Fig. 1: run 1, placement by cell class
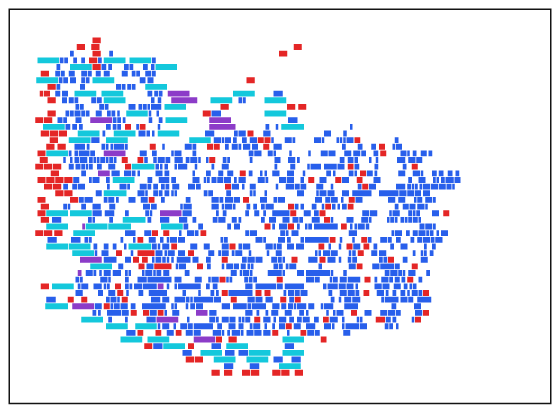
Fig. 2: run 1, routed clock nets over the placement
Scale bar: 50 um.
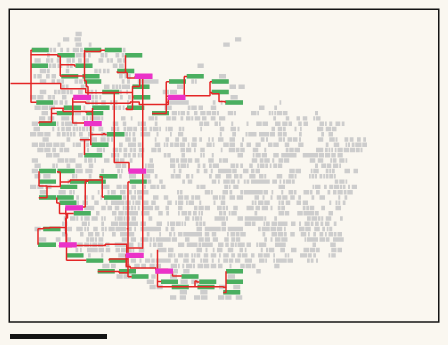
Fig. 3: run 1, power grid
Scale bar: 50 um. Pins as bars on the die edge. Tap cells in grey.
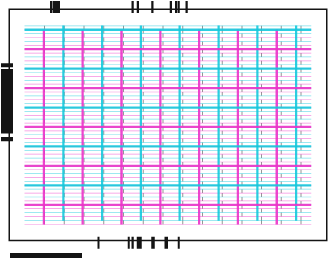
==> src/rtl/lfsr_stream_engine_if.sv <==
// Output stream bus of the LFSR stream engine: one word per valid/ready transfer.
interface lfsr_stream_engine_if #(
    parameter int OUT_BITS = 4
);
    logic                out_val;
    logic                out_rdy;
    logic [OUT_BITS-1:0] out_data;

    modport master (output out_val, output out_data, input out_rdy);
    modport slave  (input out_val, input out_data, output out_rdy);
endinterface

==> src/rtl/lfsr_stream_engine.sv <==
// Multi-bit LFSR random word generator with Fibonacci/Galois selection,
// bounded/unbounded runs, valid/ready backpressure and all-zero recovery.
module lfsr_stream_engine #(
    parameter int WIDTH    = 16,
    parameter int OUT_BITS = 4,
    parameter int COUNT_W  = 16
) (
    input  logic               clk,
    input  logic               rst,
    input  logic               start,
    input  logic               stop,
    input  logic               galois,
    input  logic [WIDTH-1:0]   tap,
    input  logic [WIDTH-1:0]   seed,
    input  logic [COUNT_W-1:0] count,
    output logic               active,
    output logic               lockup,
    lfsr_stream_engine_if.master bus
);

    typedef enum logic [1:0] {IDLE, RUN, DRAIN} state_t;

    localparam logic [WIDTH-1:0] ONE = WIDTH'(1);

    state_t              r_state;
    logic [WIDTH-1:0]    r_lfsr;
    logic [WIDTH-1:0]    r_tap;
    logic                r_galois;
    logic                r_bounded;
    logic [COUNT_W-1:0]  r_words_left;
    logic                r_out_val;
    logic [OUT_BITS-1:0] r_out_data;
    logic                r_active;
    logic                r_lockup;

    logic [WIDTH-1:0]    w_s;
    logic [WIDTH-1:0]    w_raw;
    logic [WIDTH-1:0]    w_next;
    logic [OUT_BITS-1:0] w_word;
    logic                w_lock;
    logic                w_xfer;
    logic                w_cap;

    // Unroll OUT_BITS steps from the current state; the zero check is per step
    // so a collapse in the middle of a word is recovered before the next bit.
    always_comb begin
        w_s    = r_lfsr;
        w_raw  = '0;
        w_word = '0;
        w_lock = 1'b0;
        for (int i = 0; i < OUT_BITS; i++) begin
            w_word[i] = w_s[0];
            if (r_galois)
                w_raw = (w_s >> 1) ^ (w_s[0] ? r_tap : '0);
            else
                w_raw = {^(w_s & r_tap), w_s[WIDTH-1:1]};
            if (w_raw == '0) begin
                w_raw  = ONE;
                w_lock = 1'b1;
            end
            w_s = w_raw;
        end
        w_next = w_s;
    end

    assign w_xfer = r_out_val && bus.out_rdy;
    assign w_cap  = (r_state == RUN) && (!r_out_val || bus.out_rdy) && !stop &&
                    (!r_bounded || r_words_left != '0);

    // Run control FSM; every output is a register updated here.
    always_ff @(posedge clk or negedge rst) begin
        if (!rst) begin
            r_state      <= IDLE;
            r_lfsr       <= '0;
            r_tap        <= '0;
            r_galois     <= 1'b0;
            r_bounded    <= 1'b0;
            r_words_left <= '0;
            r_out_val    <= 1'b0;
            r_out_data   <= '0;
            r_active     <= 1'b0;
            r_lockup     <= 1'b0;
        end else begin
            case (r_state)
                IDLE: begin
                    // stop beats a simultaneous start
                    if (start && !stop) begin
                        r_tap        <= tap;
                        r_galois     <= galois;
                        r_words_left <= count;
                        r_bounded    <= (count != '0);
                        r_lfsr       <= (seed == '0) ? ONE : seed;
                        r_lockup     <= (seed == '0);
                        r_active     <= 1'b1;
                        r_state      <= RUN;
                    end
                end
                RUN: begin
                    if (w_cap) begin
                        r_out_val  <= 1'b1;
                        r_out_data <= w_word;
                        r_lfsr     <= w_next;
                        if (w_lock)
                            r_lockup <= 1'b1;
                        if (r_bounded)
                            r_words_left <= r_words_left - COUNT_W'(1);
                    end else if (w_xfer) begin
                        r_out_val <= 1'b0;
                    end
                    if (stop) begin
                        // a stalled word must still be delivered before going idle
                        if (r_out_val && !w_xfer) begin
                            r_state <= DRAIN;
                        end else begin
                            r_state  <= IDLE;
                            r_active <= 1'b0;
                        end
                    end else if (r_bounded && r_words_left == '0 && w_xfer) begin
                        r_state  <= IDLE;
                        r_active <= 1'b0;
                    end
                end
                DRAIN: begin
                    if (w_xfer) begin
                        r_out_val <= 1'b0;
                        r_active  <= 1'b0;
                        r_state   <= IDLE;
                    end
                end
                default: r_state <= IDLE;
            endcase
        end
    end

    assign bus.out_val  = r_out_val;
    assign bus.out_data = r_out_data;
    assign active       = r_active;
    assign lockup       = r_lockup;

endmodule

==> src/flat_wrapper.sv <==
// flat-port wrapper written by rule: the top's interface ports become plain ports
module lfsr_stream_engine_flat 
#(
    parameter int WIDTH    = 16,
    parameter int OUT_BITS = 4,
    parameter int COUNT_W  = 16
)
  (clk, rst, start, stop, galois, tap, seed, count, active, lockup, bus_out_val, bus_out_data, bus_out_rdy);
  lfsr_stream_engine_if #(.OUT_BITS(OUT_BITS)) bus_i ();
  input  logic clk;
  input  logic rst;
  input  logic start;
  input  logic stop;
  input  logic galois;
  input  logic [WIDTH-1:0] tap;
  input  logic [WIDTH-1:0] seed;
  input  logic [COUNT_W-1:0] count;
  output logic active;
  output logic lockup;
  output wire logic [$bits(bus_i.out_val)-1:0] bus_out_val;
  output wire logic [$bits(bus_i.out_data)-1:0] bus_out_data;
  input wire logic [$bits(bus_i.out_rdy)-1:0] bus_out_rdy;
  assign bus_out_val = bus_i.out_val;
  assign bus_out_data = bus_i.out_data;
  assign bus_i.out_rdy = bus_out_rdy;
  lfsr_stream_engine #(.WIDTH(WIDTH), .OUT_BITS(OUT_BITS), .COUNT_W(COUNT_W)) u_core (.clk(clk), .rst(rst), .start(start), .stop(stop), .galois(galois), .tap(tap), .seed(seed), .count(count), .active(active), .lockup(lockup), .bus(bus_i));
endmodule
==> config.mk <==
export PLATFORM = sky130hd
export DESIGN_NAME = lfsr_stream_engine_flat
export DESIGN_NICKNAME = d
export VERILOG_FILES = /design/src/rtl/lfsr_stream_engine_if.sv /design/src/rtl/lfsr_stream_engine.sv /design/src/flat_wrapper.sv
export SDC_FILE = /design/constraint.sdc
export NUM_CORES = 1
export LEC_CHECK = 0
export ABC_CLOCK_PERIOD_IN_PS = 5960
export CORE_ASPECT_RATIO = 0.7
export CORE_MARGIN = 10
export CORE_UTILIZATION = 28
export DETAILED_ROUTE_END_ITERATION = 10
export GPL_TIMING_DRIVEN = 1
export SLEW_MARGIN = 20
export SYNTH_ARGS = -nofsm -noshare
export SYNTH_HDL_FRONTEND = slang
export SYNTH_SLANG_ARGS = --single-unit
==> constraint.sdc <==
create_clock -name clk -period 5.96 [get_ports clk]
set_input_delay 1.49 -clock clk [delete_from_list [all_inputs] [get_ports clk]]
set_output_delay 1.49 -clock clk [all_outputs]
set_load 0.01 [all_outputs]
==> results_slide.txt, run 1 <==
Physical Implementation Snapshot

Synthesis
  – Netlist cell types: 98
  – Dominant Register Cell: dfrtp_1
  – Syn Area/Cell: 7.69 um2
  – Most numerous cell in the Yosys netlist: nand2_1
  – Mapped Nets: 1,088
  – Yosys Instances: 1,030
  – Post-synth regs: 59
  – YS chip area: 0.00792 mm2
  – Synth warn: 0
  – Post-synthesis async set-or-reset flop share: 100%
  – Top cells, area: dfrtp_1 (19%), xnor2_1 (11%), nand2_1 (5.5%), xor2_1 (4.1%), nor2_1 (4.0%)
  – Top cell area share: 18.7%
  – Number of enable flip-flop cells: 0
  – Register share after synthesis: 18.7%
  – Gate Count Post-Synth: 1,030

Layout
  – Nets: 1,169
  – Layout cells sized above 1: 18.5%
  – # fillers: 2,963
  – Design area: 0.00967 mm2
  – Fin util: 34.8%
  – Final Non-Filler Cells: 1,487
  – Area grow syn2layout: 22.2%

Floorplan
  – Core ar.: 0.0278 mm2
  – Die area: 0.0355 mm2
  – Top Ports: 61
  – Initial core utilization: 28.5%
  – Core Rows: 51
  – Die width: 221 um
  – Die Y: 161 um

Detailed routing
  – Antenna Nets Post-Route: 0
  – DRC violations left: 0
  – Vias per cell: 5.78
  – DRT iter0 DRCs: 1,143
  – Post-Route WL: 33.4 mm
  – Drt wl/cell: 22.5 um
  – Drt pass-1 iters: 5
  – Vias after detailed routing: 8,591

Setup path
  – Critical Path End Type: flip-flop
  – RR Startpoint: u_core.r_tap[0]
  – CP startpoint: u_core.r_tap[0]
  – WP data arrival: 5.95 ns
  – WP data required: 6.21 ns
  – CP Launch Type: flip-flop
  – Crit Path Category: reg -> reg

Clocking
  – Clock sink count: 59
  – Root Buffer: clkbuf_16
  – Hold_buf cts: 0
  – H-tree levels: 3
  – TritonCTS Buffers: 9
  – Clk slew on worst S/H paths: 0.05 ns

Timing
  – Period utilization: 95.5%
  – Smallest hold slack: 0.485 ns
  – Pin slew with the least headroom to its limit: 1.02 ns
  – Slew Limit Fails: 0
  – Layout Skew: 0.00638 ns
  – Hold violation count in the final report: 0
  – Setup TNS: 0 ns
  – Post-route setup slack: 0.267 ns
  – Max_slew headroom: 31.5%

Run
  – Tool warnings: 28

Place
  – Post-DP HPWL: 26.1 mm
  – PortBufs: 60
  – Placed insts: 1,464
  – GP Congestion: 1.01
  – Post-DP Area: 0.00919 mm2
  – Pre-CTS setup slack: 0.187 ns

GRT
  – GRT Total Usage: 18.0%
  – First-pass GRT wire length: 50.4 mm
  – Initial antenna violation count: 0
  – Largest net degree at the start of global routing: 60
  – Gr ovfl total: 0
  – Vias in the first global route: 7,981

Outcome
  – Status: finished clean

Worst hold path
  – Min-delay src: u_core.bus.out_data[0]
Notes on Fig. 1 above:
Blue is all other logic, cells 880, share of their area 65%. Red is other buffers and delay cells, cells 161, share of their area 15%. Cyan is flip-flops, cells 59, share of their area 16%. Purple is clock drivers and dummy loads, cells 16, share of their area 3.6%.

Notes on Fig. 2 above:
Magenta is cells driving clock nets, count 9. Red is clock wires, length 1,060 um. Green is flip-flops, count 59.
There are 10 routed clock nets.

Notes on Fig. 3 above:
Magenta is VSS. Cyan is VDD.
52 met1 rails follow the rows. 371 tap cells.

## run 1: area by class of cell
| class | count | area [um2] | area share [%] |
|---|---|---|---|
| repair buffers | 161 | 1380 | 14.3 |
| clock buffers | 12 | 256 | 2.65 |
| clock inverters | 4 | 72.6 | 0.750 |
| inverters | 28 | 105 | 1.09 |
| flip-flops and latches | 59 | 1490 | 15.4 |
| well taps | 371 | 464 | 4.80 |
| multi-input cells | 852 | 5910 | 61.1 |
## run 1: state kept, by name, summed over array words and instances (netlist names)
register             count
u_core.lockup            1
u_core.bus.out_val       1
u_core.r_words_left     16
u_core.r_galois          1
u_core.bus.out_data      4
u_core.r_state           2
u_core.r_bounded         1
u_core.active            1
u_core.r_lfsr           16
u_core.r_tap            16
## run 1: timing repair
item                       in CTS  in global routing
setup endpoints to repair       0                  6
resized                         0                 18
setup buffers                   0                  7
## run 1: metal layers
layer | track usage, % | share of wire [%]
met1 | 26.2 | 46
met2 | 24.0 | 39
met5 | 0 | 0
met3 | 6.40 | 14
met4 | 4.32 | 1.6
## run 1: cell usage in the layout, fill, tap and decap left out, types with 8 or more instances in the layout
cell type,Yosys,layout
dfrtp_1,59,52
o21ai_1,8,8
nor3b_1,14,14
buf_4,8,97
clkbuf_16,0,9
nand4_1,9,9
and3_1,15,15
inv_1,25,25
nand2_1,115,114
clkdlybuf4s50_1,0,59
nand3_1,40,40
mux2_2,23,23
o211ai_1,10,10
nor2_1,85,85
a22oi_1,9,9
o21ai_0,62,62
o22ai_1,30,30
a21oi_1,49,47
and2_1,11,11
nor3_1,24,23
a31oi_1,13,13
a211oi_1,9,9
xor2_1,37,37
xnor2_1,99,96
nor4_1,16,16
## run 1: path summary, 6_finish.rpt
path,cells after the start,slack [ns],to
max,19,0.27,u_core.r_lfsr[0]
min,2,0.49,u_core.bus.out_data[0]
min in group asynchronous,2,1.31,u_core.r_words_left[10]
max reg2reg,19,0.27,u_core.r_lfsr[0]
max in group asynchronous,2,4.09,u_core.r_galois
min reg2reg,2,0.49,u_core.bus.out_data[0]
## run 1: cell families (layout without fill, tap and decap cells)
group	Yosys count	after routing	share of synthesized area [%]
XOR/XNOR	147	147	17.9
multiplexers	28	28	3.90
adder cells (fa/ha/maj)	4	4	0.632
AND-OR/OR-AND	290	290	26.5
buffers and inverters	119	205	7.74
flip-flops	59	59	18.7
AND/OR/NAND/NOR	383	383	24.6
## run 1: worst max-delay path: stages (launching register included)
cell and delay [ns]:
dfrtp_1 0.71, buf_4 0.30, nand3_2 0.13, xnor2_1 0.51
nand2_1 0.37, o21ai_0 0.30, a21oi_2 0.05, o22ai_1 0.14
a31oi_1 0.08, xor2_1 0.32, xnor3_1 0.37, xnor3_2 0.48
o21ai_2 0.09, a211oi_2 0.30, o21ai_0 0.15, xnor2_1 0.36
o21ai_0 0.19, nor4_2 0.31, a41oi_1 0.22, o31ai_2 0.24
Fig. 4: run 1, metal layers overlaid
Scale bar: 50 um. Only two layers are drawn.
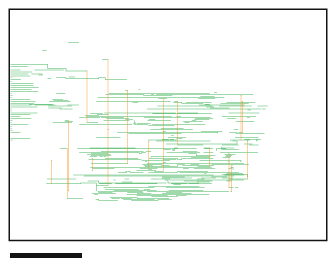

## Run 2: what changed since run 1
--- a/config.mk
+++ b/config.mk
@@ -11,6 +11,7 @@
 export CORE_UTILIZATION = 28
 export DETAILED_ROUTE_END_ITERATION = 10
 export GPL_TIMING_DRIVEN = 1
+export PLACE_DENSITY_LB_ADDON = 0.1
 export SLEW_MARGIN = 20
 export SYNTH_ARGS = -nofsm -noshare
 export SYNTH_HDL_FRONTEND = slang
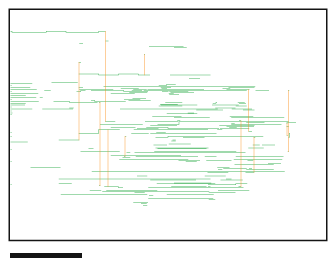
Fig. 5. Metal layers overlaid (run 2).
Scale bar: 50 um. Only two layers are drawn.
Green is met3, wire length 3,480 um. Orange is met4, wire length 396 um.
Post-Route WL: 36.2 mm
vias after detailed routing: 8,426
GRT Total Usage: 19.5%

==> run 2 against run 1 <==
Against the previous run:
- cell area is 0.70% higher
- hold slack gained 0.0028 ns
- synthesized area is the same
- clock skew is 0.0036 ns higher
- maximum frequency is 0.22% lower
- setup slack worse by 0.013 ns
- count of clock-buffer cells in the layout is the same
- flip-flop count unchanged
- first-iteration DRC count shrank 16%
- critical endpoint unchanged
==> results_slide.txt, run 2 <==
Physical Implementation Snapshot

Setup path
  – CP startpoint: u_core.r_lfsr[0]
  – CP max FO: 16
  – Critical Path End: u_core.r_lfsr[0]
  – Critical Path End Type: flip-flop
  – FF-to-FF setup slack: 0.25 ns (about the same)
  – R2R Path End: u_core.r_lfsr[0]
  – CP Launch Type: flip-flop
  – Crit Path Category: reg -> reg
  – FF-to-FF path depth: 20 (+1)
  – WP data required: 6.21 ns (about the same)
  – RR Startpoint: u_core.r_lfsr[0]
  – WP data arrival: 5.96 ns (about the same)

Place
  – Post-DP Area: 0.00930 mm2 (+1.2%)
  – Post-DP HPWL: 28.4 mm (+8.9%)
  – PortBufs: 60 (unchanged)
  – Placed insts: 1,474 (+0.68%)
  – GP Congestion: 0.978 (-2.7%)

Floorplan
  – Die width: 221 um (unchanged)
  – Top Ports: 61 (unchanged)
  – Initial core utilization: 28.5% (unchanged)
  – Die Y: 161 um (unchanged)
  – Core Rows: 51 (unchanged)
  – Core ar.: 0.0278 mm2 (unchanged)
  – Die area: 0.0355 mm2 (unchanged)

Clocking
  – Max clock buf depth: 2
  – Root Buffer: clkbuf_16
  – H-tree levels: 3 (unchanged)
  – TritonCTS Buffers: 9 (unchanged)
  – Clk slew on worst S/H paths: 0.06 ns (about the same)
  – Clock sink count: 59 (unchanged)

Synthesis
  – YS chip area: 0.00792 mm2 (unchanged)
  – Most numerous cell in the Yosys netlist: nand2_1
  – Number of enable flip-flop cells: 0 (unchanged)
  – Post-synth regs: 59 (unchanged)
  – Dominant Register Cell: dfrtp_1
  – Syn Area/Cell: 7.69 um2 (unchanged)
  – Top cell area share: 18.7% (unchanged)
  – Synth warn: 0 (unchanged)
  – Post-synthesis async set-or-reset flop share: 100% (unchanged)
  – Netlist cell types: 98 (unchanged)
  – Top cells, area: dfrtp_1 (19%), xnor2_1 (11%), nand2_1 (5.5%), xor2_1 (4.1%), nor2_1 (4.0%)
  – Register share after synthesis: 18.7% (unchanged)
  – Yosys Instances: 1,030 (unchanged)
  – Gate Count Post-Synth: 1,030 (unchanged)

Detailed routing
  – Antenna Nets Post-Route: 0 (unchanged)
  – DRT iter0 DRCs: 956 (-16%)
  – Drt wl/cell: 24.2 um (+7.7%)
  – Drt pass-1 iters: 5 (unchanged)
  – DRC violations left: 0 (unchanged)

Layout
  – Most frequent logic cell in the layout: nand2_1
  – Biggest registers after layout: u_core.r_lfsr: 16 flops, u_core.r_tap: 16 flops, u_core.r_words_left: 16 flops
  – Top cells excl fill/tap: nand2_1 (115), buf_4 (103), xnor2_1 (96), nor2_1 (85), o21ai_0 (62)
  – Nets: 1,176 (+0.60%)
  – Design area: 0.00974 mm2 (+0.70%)
  – Area grow syn2layout: 23.0%
  – Layout cells sized above 1: 18.3% (-0.29 points)
  – Final Non-Filler Cells: 1,494 (+0.47%)

GRT
  – Largest net degree at the start of global routing: 69 (+15%)
  – Initial antenna violation count: 0 (unchanged)
  – Gr ovfl total: 0 (unchanged)
  – First-pass GRT wire length: 53.3 mm (+5.8%)
  – Vias in the first global route: 7,864 (-1.5%)

Timing
  – Slew Limit Fails: 0 (unchanged)
  – Setup TNS: 0 ns (unchanged)
  – Hold violation count in the final report: 0 (unchanged)
  – Smallest hold slack: 0.488 ns (+0.00276 ns)
  – Max_slew headroom: 45.0% (+13 points)
  – Pin slew with the least headroom to its limit: 0.814 ns (-0.204 ns)

Outcome
  – Status: finished clean

Run
  – Tool warnings: 28 (unchanged)
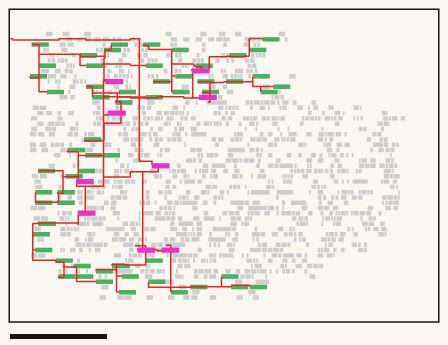
Fig. 6. Routed clock nets over the placement (run 2).
Scale bar: 50 um.
Red is clock wires, length 1,160 um. Green is flip-flops, count 59. Magenta is cells driving clock nets, count 9.
There are 10 routed clock nets.
Late-Pin Clk Latency: 0.34 ns
Layout Skew: 0.00999 ns

-- run 2: cell counts after synthesis --
No cell type changed its count.
-- run 2: worst min path at each step --
stage | depth (start not counted) | to | startpoint | slack (ns)
2_1_floorplan | 2 | u_core.r_bounded | u_core.r_bounded | 0.51
3_3_place_gp | 2 | u_core.bus.out_data[0] | u_core.bus.out_data[0] | 0.48
3_5_place_dp | 2 | u_core.bus.out_data[0] | u_core.bus.out_data[0] | 0.48
4_1_cts | 2 | u_core.active | u_core.active | 0.50
5_1_grt | 2 | u_core.active | u_core.active | 0.52
6_report | 2 | u_core.active | u_core.active | 0.49
-- run 2: area by class of cell --
cell class	instances	area, um2
Clock inverter	4	97.6
Sequential cell	59	1480
Fill cell	2983	18100
Inverter	28	105
Multi-Input combinational cell	852	5870
Timing Repair Buffer	168	1480
Clock buffer	12	246
Tap cell	371	464
-- run 2: logic make-up after synthesis --
kind of cell,synth area share [%]
DFF,18.7
adders and majority gates,0.632
xor gates and xnor gates,17.9
buffers and inverters,7.74
muxes,3.90
and+or+nand+nor,24.6
AOI/OAI and AO/OA,26.5
-- run 2: metal layers --
| metal | vias to the layer above | wire length (um) | GRT usage, % |
|---|---|---|---|
| met5 | - | 0 | 0 |
| met4 | 0 | 395 | 3.60 |
| met3 | 26 | 3480 | 5.66 |
| met2 | 359 | 13900 | 25.1 |
| met1 | 4121 | 18400 | 30.4 |
| li1 | 3920 | - | - |
-- run 2: repair_timing --
item / CTS / global route
setup buffers: 0 / 3
resized: 0 / 8
setup endpoints to repair: 0 / 2
-- run 2: metrics by stage --
step	worst slack (ns)	utilization [%]
after detailed placement	0.286	33.4
after CTS	0.266	34.7
final	0.254	35.0
after global placement	0.275	33.4
after floorplan	1.38	-
after global routing	0.00940	35.0
-- run 2: critical path: stages, from the launching register on --
cell	delay [ns]
dfrtp_1	0.45
buf_4	0.29
and3_1	0.21
o21ai_0	0.11
a32oi_1	0.36
xnor3_1	0.42
xnor3_1	0.30
and3_1	0.26
nor3_4	0.29
a211oi_4	0.08
buf_4	0.18
and2_4	0.19
nand2b_1	0.17
o311ai_1	0.39
o21ai_1	0.13
xnor3_1	0.51
xnor3_1	0.45
a41oi_1	0.17
o21a_1	0.24
a41oi_1	0.16
o31ai_2	0.24
